`config.mk`:
```
export PLATFORM = sky130hd
export DESIGN_NAME = logic_arb_flat
export DESIGN_NICKNAME = d
export VERILOG_FILES = /design/src/rtl/logic_arb_if.sv /design/src/rtl/logic_arb.sv /design/src/flat_wrapper.sv
export SDC_FILE = /design/constraint.sdc
export NUM_CORES = 1
export LEC_CHECK = 0
export ABC_AREA = 1
export CELL_PAD_IN_SITES_DETAIL_PLACEMENT = 2
export CELL_PAD_IN_SITES_GLOBAL_PLACEMENT = 2
export CORE_MARGIN = 2
export CORE_UTILIZATION = 20
export CTS_BUF_LIST = sky130_fd_sc_hd__clkbuf_8
export DETAILED_ROUTE_END_ITERATION = 6
export PLACE_DENSITY_LB_ADDON = 0.1
export SYNTH_ARGS = -nofsm -noshare
export SYNTH_HDL_FRONTEND = slang
export SYNTH_SLANG_ARGS = --single-unit
```
`constraint.sdc`:
```
create_clock -name i_clk -period 1.7 [get_ports i_clk]
set_clock_uncertainty 0.2 [all_clocks]
set_input_delay 0.255 -clock i_clk [delete_from_list [all_inputs] [get_ports i_clk]]
set_output_delay 0.255 -clock i_clk [all_outputs]
set_load 0.01 [all_outputs]
```
`src/rtl/logic_arb_if.sv`:
```
// Handshake and shared-logic-unit bundle for logic_arb.
// The slave modport is the arbiter's view; the master modport is the requester/unit side.
interface logic_arb_if #(
  parameter int WIDTH = 32
);
  logic             i_req0_valid;
  logic [1:0]       i_req0_op;
  logic [WIDTH-1:0] i_req0_a;
  logic [WIDTH-1:0] i_req0_b;
  logic             o_req0_ready;
  logic             i_req1_valid;
  logic [1:0]       i_req1_op;
  logic [WIDTH-1:0] i_req1_a;
  logic [WIDTH-1:0] i_req1_b;
  logic             o_req1_ready;
  logic [1:0]       o_logcontrl;
  logic [WIDTH-1:0] o_A;
  logic [WIDTH-1:0] o_B;
  logic [WIDTH-1:0] i_logic;
  logic             o_rsp_valid;
  logic             o_rsp_id;
  logic [WIDTH-1:0] o_rsp_data;
  logic             i_rsp_ready;

  modport slave (
    input  i_req0_valid, i_req0_op, i_req0_a, i_req0_b,
    output o_req0_ready,
    input  i_req1_valid, i_req1_op, i_req1_a, i_req1_b,
    output o_req1_ready,
    output o_logcontrl, o_A, o_B,
    input  i_logic,
    output o_rsp_valid, o_rsp_id, o_rsp_data,
    input  i_rsp_ready
  );

  modport master (
    output i_req0_valid, i_req0_op, i_req0_a, i_req0_b,
    input  o_req0_ready,
    output i_req1_valid, i_req1_op, i_req1_a, i_req1_b,
    input  o_req1_ready,
    input  o_logcontrl, o_A, o_B,
    output i_logic,
    input  o_rsp_valid, o_rsp_id, o_rsp_data,
    output i_rsp_ready
  );
endinterface

```
`src/rtl/logic_arb.sv`:
```
// Two-requester round-robin sequencer for one shared AND/OR/NOR/XOR unit.
// One transaction in flight: IDLE accepts, BUSY samples the unit, RESP waits for the consumer.
module logic_arb #(
  parameter int WIDTH = 32
) (
  input  logic        i_clk,
  input  logic        i_rst_n,
  logic_arb_if.slave  bus
);

  typedef enum logic [1:0] {
    ST_IDLE = 2'd0,
    ST_BUSY = 2'd1,
    ST_RESP = 2'd2
  } state_e;

  state_e           state_q, state_d;
  logic             rr_ptr_q, rr_ptr_d;
  logic             id_q, id_d;
  logic [1:0]       op_q, op_d;
  logic [WIDTH-1:0] a_q, a_d;
  logic [WIDTH-1:0] b_q, b_d;
  logic             rsp_valid_q, rsp_valid_d;
  logic             rsp_id_q, rsp_id_d;
  logic [WIDTH-1:0] rsp_data_q, rsp_data_d;

  logic gnt_valid_s;
  logic gnt_id_s;
  logic accept_s;

  // Grant selection: rr_ptr's requester first, otherwise the other one.
  always_comb begin
    gnt_valid_s = 1'b0;
    gnt_id_s    = 1'b0;
    if (rr_ptr_q == 1'b0) begin
      if (bus.i_req0_valid) begin
        gnt_valid_s = 1'b1;
        gnt_id_s    = 1'b0;
      end else if (bus.i_req1_valid) begin
        gnt_valid_s = 1'b1;
        gnt_id_s    = 1'b1;
      end else begin
        gnt_valid_s = 1'b0;
      end
    end else begin
      if (bus.i_req1_valid) begin
        gnt_valid_s = 1'b1;
        gnt_id_s    = 1'b1;
      end else if (bus.i_req0_valid) begin
        gnt_valid_s = 1'b1;
        gnt_id_s    = 1'b0;
      end else begin
        gnt_valid_s = 1'b0;
      end
    end
  end

  // Readies are gated by reset so nothing looks accepted while held in reset.
  assign accept_s         = i_rst_n && (state_q == ST_IDLE) && gnt_valid_s;
  assign bus.o_req0_ready = accept_s && (gnt_id_s == 1'b0);
  assign bus.o_req1_ready = accept_s && (gnt_id_s == 1'b1);

  // Next-state and register updates for the IDLE/BUSY/RESP sequence.
  always_comb begin
    state_d     = state_q;
    rr_ptr_d    = rr_ptr_q;
    id_d        = id_q;
    op_d        = op_q;
    a_d         = a_q;
    b_d         = b_q;
    rsp_valid_d = rsp_valid_q;
    rsp_id_d    = rsp_id_q;
    rsp_data_d  = rsp_data_q;
    case (state_q)
      ST_IDLE: begin
        if (accept_s) begin
          state_d = ST_BUSY;
          id_d    = gnt_id_s;
          op_d    = gnt_id_s ? bus.i_req1_op : bus.i_req0_op;
          a_d     = gnt_id_s ? bus.i_req1_a  : bus.i_req0_a;
          b_d     = gnt_id_s ? bus.i_req1_b  : bus.i_req0_b;
        end else begin
          state_d = ST_IDLE;
        end
      end
      ST_BUSY: begin
        rsp_data_d  = bus.i_logic;
        rsp_id_d    = id_q;
        rsp_valid_d = 1'b1;
        state_d     = ST_RESP;
      end
      ST_RESP: begin
        if (bus.i_rsp_ready) begin
          rsp_valid_d = 1'b0;
          rr_ptr_d    = ~id_q;
          state_d     = ST_IDLE;
        end else begin
          state_d = ST_RESP;
        end
      end
      default: begin
        rsp_valid_d = 1'b0;
        state_d     = ST_IDLE;
      end
    endcase
  end

  // State and output registers.
  always_ff @(posedge i_clk or negedge i_rst_n) begin
    if (!i_rst_n) begin
      state_q     <= ST_IDLE;
      rr_ptr_q    <= 1'b0;
      id_q        <= 1'b0;
      op_q        <= 2'd0;
      a_q         <= {WIDTH{1'b0}};
      b_q         <= {WIDTH{1'b0}};
      rsp_valid_q <= 1'b0;
      rsp_id_q    <= 1'b0;
      rsp_data_q  <= {WIDTH{1'b0}};
    end else begin
      state_q     <= state_d;
      rr_ptr_q    <= rr_ptr_d;
      id_q        <= id_d;
      op_q        <= op_d;
      a_q         <= a_d;
      b_q         <= b_d;
      rsp_valid_q <= rsp_valid_d;
      rsp_id_q    <= rsp_id_d;
      rsp_data_q  <= rsp_data_d;
    end
  end

  assign bus.o_logcontrl = op_q;
  assign bus.o_A         = a_q;
  assign bus.o_B         = b_q;
  assign bus.o_rsp_valid = rsp_valid_q;
  assign bus.o_rsp_id    = rsp_id_q;
  assign bus.o_rsp_data  = rsp_data_q;

endmodule

```
`src/flat_wrapper.sv`:
```
// flat-port wrapper written by rule: the top's interface ports become plain ports
module logic_arb_flat 
#(
  parameter int WIDTH = 32
)
  (i_clk, i_rst_n, bus_i_req0_valid, bus_i_req0_op, bus_i_req0_a, bus_i_req0_b, bus_o_req0_ready, bus_i_req1_valid, bus_i_req1_op, bus_i_req1_a, bus_i_req1_b, bus_o_req1_ready, bus_o_logcontrl, bus_o_A, bus_o_B, bus_i_logic, bus_o_rsp_valid, bus_o_rsp_id, bus_o_rsp_data, bus_i_rsp_ready);
  logic_arb_if #(.WIDTH(WIDTH)) bus_i ();
  input  logic i_clk;
  input  logic i_rst_n;
  input wire logic [$bits(bus_i.i_req0_valid)-1:0] bus_i_req0_valid;
  input wire logic [$bits(bus_i.i_req0_op)-1:0] bus_i_req0_op;
  input wire logic [$bits(bus_i.i_req0_a)-1:0] bus_i_req0_a;
  input wire logic [$bits(bus_i.i_req0_b)-1:0] bus_i_req0_b;
  output wire logic [$bits(bus_i.o_req0_ready)-1:0] bus_o_req0_ready;
  input wire logic [$bits(bus_i.i_req1_valid)-1:0] bus_i_req1_valid;
  input wire logic [$bits(bus_i.i_req1_op)-1:0] bus_i_req1_op;
  input wire logic [$bits(bus_i.i_req1_a)-1:0] bus_i_req1_a;
  input wire logic [$bits(bus_i.i_req1_b)-1:0] bus_i_req1_b;
  output wire logic [$bits(bus_i.o_req1_ready)-1:0] bus_o_req1_ready;
  output wire logic [$bits(bus_i.o_logcontrl)-1:0] bus_o_logcontrl;
  output wire logic [$bits(bus_i.o_A)-1:0] bus_o_A;
  output wire logic [$bits(bus_i.o_B)-1:0] bus_o_B;
  input wire logic [$bits(bus_i.i_logic)-1:0] bus_i_logic;
  output wire logic [$bits(bus_i.o_rsp_valid)-1:0] bus_o_rsp_valid;
  output wire logic [$bits(bus_i.o_rsp_id)-1:0] bus_o_rsp_id;
  output wire logic [$bits(bus_i.o_rsp_data)-1:0] bus_o_rsp_data;
  input wire logic [$bits(bus_i.i_rsp_ready)-1:0] bus_i_rsp_ready;
  assign bus_i.i_req0_valid = bus_i_req0_valid;
  assign bus_i.i_req0_op = bus_i_req0_op;
  assign bus_i.i_req0_a = bus_i_req0_a;
  assign bus_i.i_req0_b = bus_i_req0_b;
  assign bus_o_req0_ready = bus_i.o_req0_ready;
  assign bus_i.i_req1_valid = bus_i_req1_valid;
  assign bus_i.i_req1_op = bus_i_req1_op;
  assign bus_i.i_req1_a = bus_i_req1_a;
  assign bus_i.i_req1_b = bus_i_req1_b;
  assign bus_o_req1_ready = bus_i.o_req1_ready;
  assign bus_o_logcontrl = bus_i.o_logcontrl;
  assign bus_o_A = bus_i.o_A;
  assign bus_o_B = bus_i.o_B;
  assign bus_i.i_logic = bus_i_logic;
  assign bus_o_rsp_valid = bus_i.o_rsp_valid;
  assign bus_o_rsp_id = bus_i.o_rsp_id;
  assign bus_o_rsp_data = bus_i.o_rsp_data;
  assign bus_i.i_rsp_ready = bus_i_rsp_ready;
  logic_arb #(.WIDTH(WIDTH)) u_core (.i_clk(i_clk), .i_rst_n(i_rst_n), .bus(bus_i));
endmodule
```
==> images/placed.png <==
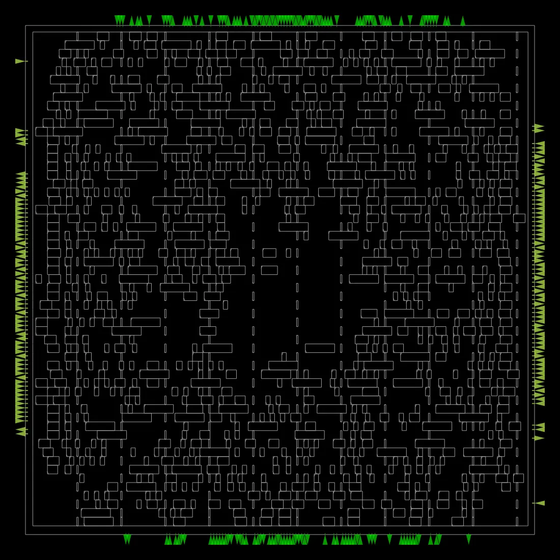
total number of sequential cells: 104
number of filler instances in the final layout: 2834
Final Instance Count excl. Fillers: 1252
sequential portion of the cell area: 32.3%
standard-cell rows: 57

==> images/class_map.png <==
Fill, decap, tap and diode cells in gray.
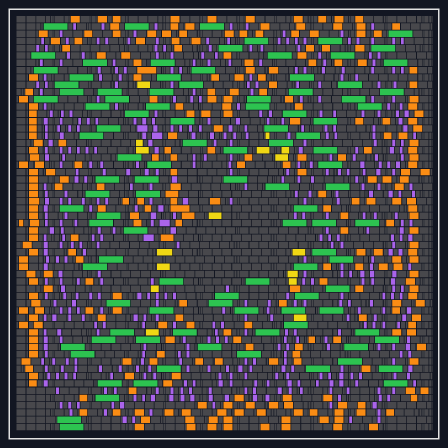
[green] sequential cells | cells: 104 | share of their area: 34%
[orange] remaining buffers and delay cells | cells: 289 | share of their area: 36%
[yellow] clock drivers and dummy loads | cells: 16 | share of their area: 2.5%
[purple] remaining logic cells | cells: 519 | share of their area: 27%
final core area utilization: 33.4%
Core Region: 0.0241 sq mm
final instance area: 0.00805 sq mm

==> images/m2.png <==
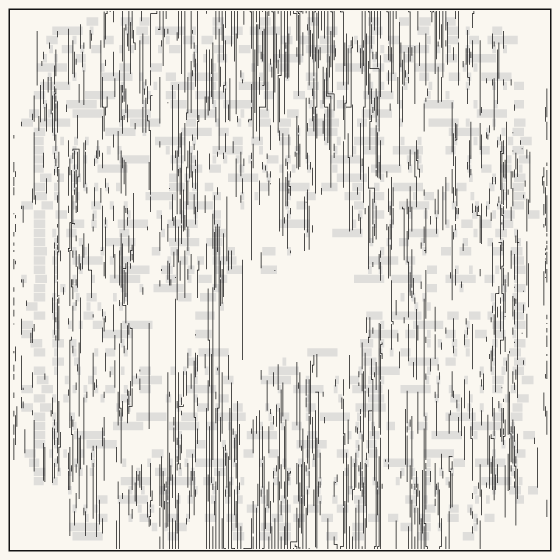
longest straight run: 61.9 microns
nets with wire on the layer: 950
main direction: vertical
share of all routed wire: 49%

==> images/port_trees.png <==
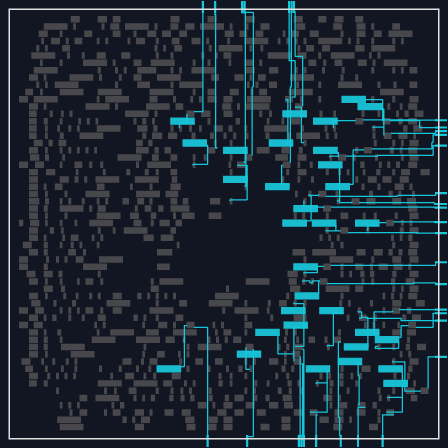
[cyan] bus_o_A | bits: 32 | direction: output | end cells: 32 | wire: 1550 microns

==> images/m3.png <==
The bar under the picture is 50 microns long.
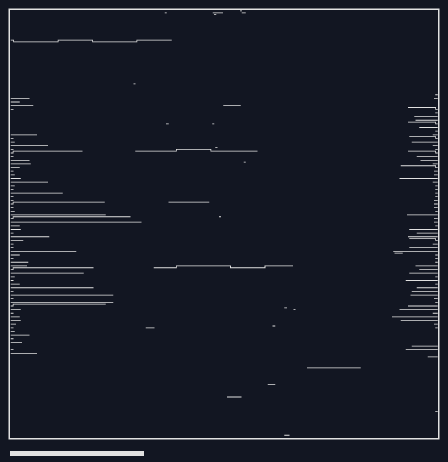
longest straight run: 48.5 microns
share of all routed wire: 5.9%
main direction: horizontal
nets with wire on the layer: 143

==> datasheet_impl.txt <==
Implementation parameters

Parameter                              Value

Run status
  Result of the run    complete, but fails checks
  Violations in the final reports    setup timing

Final timing
  Share of the cycle needed by the critical path after routing    108%
  Fin. Hold Viols    0
  Fmax    0.545 GHz
  Final setup viols    2
  TNS Setup    -265 ps
  Setup repair after global routing missed its margin    yes
  Number of pins with negative max-slew slack in the final report    0
  Slack of the critical path    -136 ps
  Worst-margin pin slew    743 ps
  Shortest clock period the worst path allows after layout    1840 ps
  Fin Hold WS    198 ps
  Worst slew margin relative to its limit    50.5%

Finish
  Top logic cells by instance count in the layout    sky130_fd_sc_hd__nand2_1 (429), sky130_fd_sc_hd__clkdlybuf4s50_1 (166), sky130_fd_sc_hd__dfrtp_1 (104), sky130_fd_sc_hd__dlygate4sd2_1 (100), sky130_fd_sc_hd__nand3_1 (67)
  Logic area    0.00204 sq mm
  Tally of clock buffers in the finished layout    9
  Cell group occupying the most layout area    buffers
  Non-clock buffers, area share    34.4%
  Final-stage net count    1092
  Syn-to-layout area delta    65.8%
  Count of inverters not on the clock network in the layout    8
  Ratio of cells with drive above 1 in the final layout    5.28%
  Reg area    0.00260 sq mm
  Clock Network Area Fraction    2.36%
  Count of multi-input gates    511
  Logic share of the area    25.4%
  Most common logic cell in the routed design    sky130_fd_sc_hd__nand2_1
  Number of non-clock buffers in the layout    289
  Antenna fix cells    0

Power and ir drop
  Total power draw    10.5 mW
  Worst vdd rail ir drop    409 uV
  Leakage    4.27 nW
  Power density over the cells    1300 mW/mm^2

Synth
  Yosys simple share    40.8%
  Max-area cell share    53.6%
  Mux share of post-synthesis cell area    0%
  # Cells Yosys    664
  Compound-gate portion of the synthesized area    0.618%
  Mean post-synth cell area    7.31 sq um
  Yosys stat chip area    0.00486 sq mm
  Adder and majority cell fraction of the synthesized area    0%
  Floorplan Nets    833
  Number of instances in the synthesized netlist    664
  Post-synth design cell area    0.00486 sq mm
  Count of warnings emitted by yosys    0
  Top area cells in the synthesized netlist    sky130_fd_sc_hd__dfrtp_1 (54%), sky130_fd_sc_hd__nand2_1 (33%), sky130_fd_sc_hd__nand3_1 (6.9%)
  Largest logic family    simple AND/OR/NAND/NOR gates
  Yosys xor share    0%
  Count of different cell masters after synthesis    13
  Seq cells post-synth    104
  Sequential element share of the synthesized area    53.6%
  Library cell occupying the most area in the post-synthesis netlist    sky130_fd_sc_hd__dfrtp_1

Floorplanning
  Vertical extent of the die    160 microns
  Count of boundary I/O pins    271
  Die outline area    0.0255 sq mm
  Starting Density    20.1%
  Width of the die    160 microns
  Inserted tap cell count    324

Routing
  Post-route DRC violation count    0
  Number of optimization iterations in the first detailed-route pass    4
  Routed Wire Length    20300 microns
  Routed WL per cell    16.2 microns
  Number of nets with antenna violations after routing    0
  DRC marker count from the first detailed-route iteration    205
  Avg Vias per Cell    4.25
  Number of vias in the routed layout    5315

Placement
  Pre-CTS setup slack    -464 ps
  Placed Instance Area    0.00786 sq mm
  Number of port buffers    270
  Detailed placer's ending HPWL    15000 microns
  Cell total after placement    1231
  Routability cong.    0.783

Global route
  Largest net degree at the start of global routing    69
  GRT overflow    0
  Global-route wire length before repair    33100 microns
  GRT Overall Usage    16.2%
  Initial antenna violation count    1
  Via count of the first global-routing pass    6043

Critical path
  Buffer-and-inverter tally for the worst setup path    2
  Largest incremental delay on the critical path    400 ps
  Crit path kind    reg -> out
  Type of element capturing the critical path    output pin
  Source of the worst register-to-register timing path    u_core.state_q[1]
  FF-to-FF setup slack    60 ps
  FF-to-FF path depth    7
  Largest fanout of any net on the critical path    2
  Crit path top cell by count    sky130_fd_sc_hd__nor2_2
  Required time worst endpoint    1240 ps
  CP Data Arrival Time    1380 ps
  Cell class contributing the biggest share of worst-path delay    simple AND/OR/NAND/NOR gates
  Cell count along the critical path    6
  CP cell instances    nor2_2, nand2_2, nor2_4, inv_2, nor2_2, buf_6
  Slowest stage cell, crit path    sky130_fd_sc_hd__dfrtp_1
  Reg2reg end    u_core.bus.o_A[16]
  Launch point of the worst path    u_core.state_q[1]
  Last element of the critical path    bus_o_req0_ready
  Startpoint type of the worst setup path    flop

Clock tree
  CTS tree    built
  Clk Tree Root Cell    sky130_fd_sc_hd__clkbuf_8
  Number of buffers created by CTS    9
  Clock insertion delay at the later pin of the skew report    380 ps
  Clock tree sinks    104
  Number of buffers on the longest clock path    2
  Clock transition at path regs    120 ps
  H-tree depth    3

Worst hold path
  Number of cells on the worst hold path    3
  Min-Delay Path Class    in -> reg
  Hold_sp    bus_i_logic[20]
  Worst Hold Endpoint    u_core.bus.o_rsp_data[20]

Job
  Max_cap viols    0
  Tool warnings    28
-- timing repair --
action	4_1_cts	5_1_grt
hold buffers	1	0
gates cloned	0	0
pin swaps	4	3
gates resized	122	13
setup buffers	2	2
endpoints found under the hold margin	26	0
endpoints found under the setup margin	171	146
-- state kept, by name, summed over array words and instances (netlist names) --
register / count
u_core.state_q: 2
u_core.bus.o_B: 32
u_core.bus.o_logcontrl: 2
u_core.id_q: 1
u_core.bus.o_rsp_data: 32
u_core.bus.o_A: 32
u_core.bus.o_rsp_id: 1
u_core.bus.o_rsp_valid: 1
u_core.rr_ptr_q: 1
-- routing by layer --
| metal | share of wire (%) | routed length [microns] | vias up | GRT usage [%] |
|---|---|---|---|---|
| met4 | 2.3 | 463 | 0 | 4.95 |
| li1 | - | - | 2547 | - |
| met1 | 43 | 8720 | 2583 | 19.7 |
| met3 | 5.9 | 1210 | 25 | 4.65 |
| met5 | 0 | 0 | - | 0 |
| met2 | 49 | 9910 | 160 | 27.7 |
-- tightest hold or removal path: stages --
cell and delay (ps):
sky130_fd_sc_hd__clkdlybuf4s50_1 390, sky130_fd_sc_hd__nand2_1 60, sky130_fd_sc_hd__nand2_1 50
-- kinds of logic after synthesis --
kind of cell           count (synthesis)
flip-flops                           104
AND/OR/NAND/NOR                      505
buffers and inverters                 49
AND-OR/OR-AND                          6
-- Yosys cell counts (all sizes together) --
master	number
nand2	432
dfrtp	104
inv	8
o21ai	6
nor2	6
nand3	67
buf	26
clkbuf	15
-- power breakdown --
part / switching, mW / total (mW) / internal (mW)
Combinational: 2.67 / 4.78 / 2.11
Clock: 0.987 / 1.55 / 0.565
Sequential: 0.578 / 4.15 / 3.57
No activity file was given, so power comes from the tool's default toggle rates.
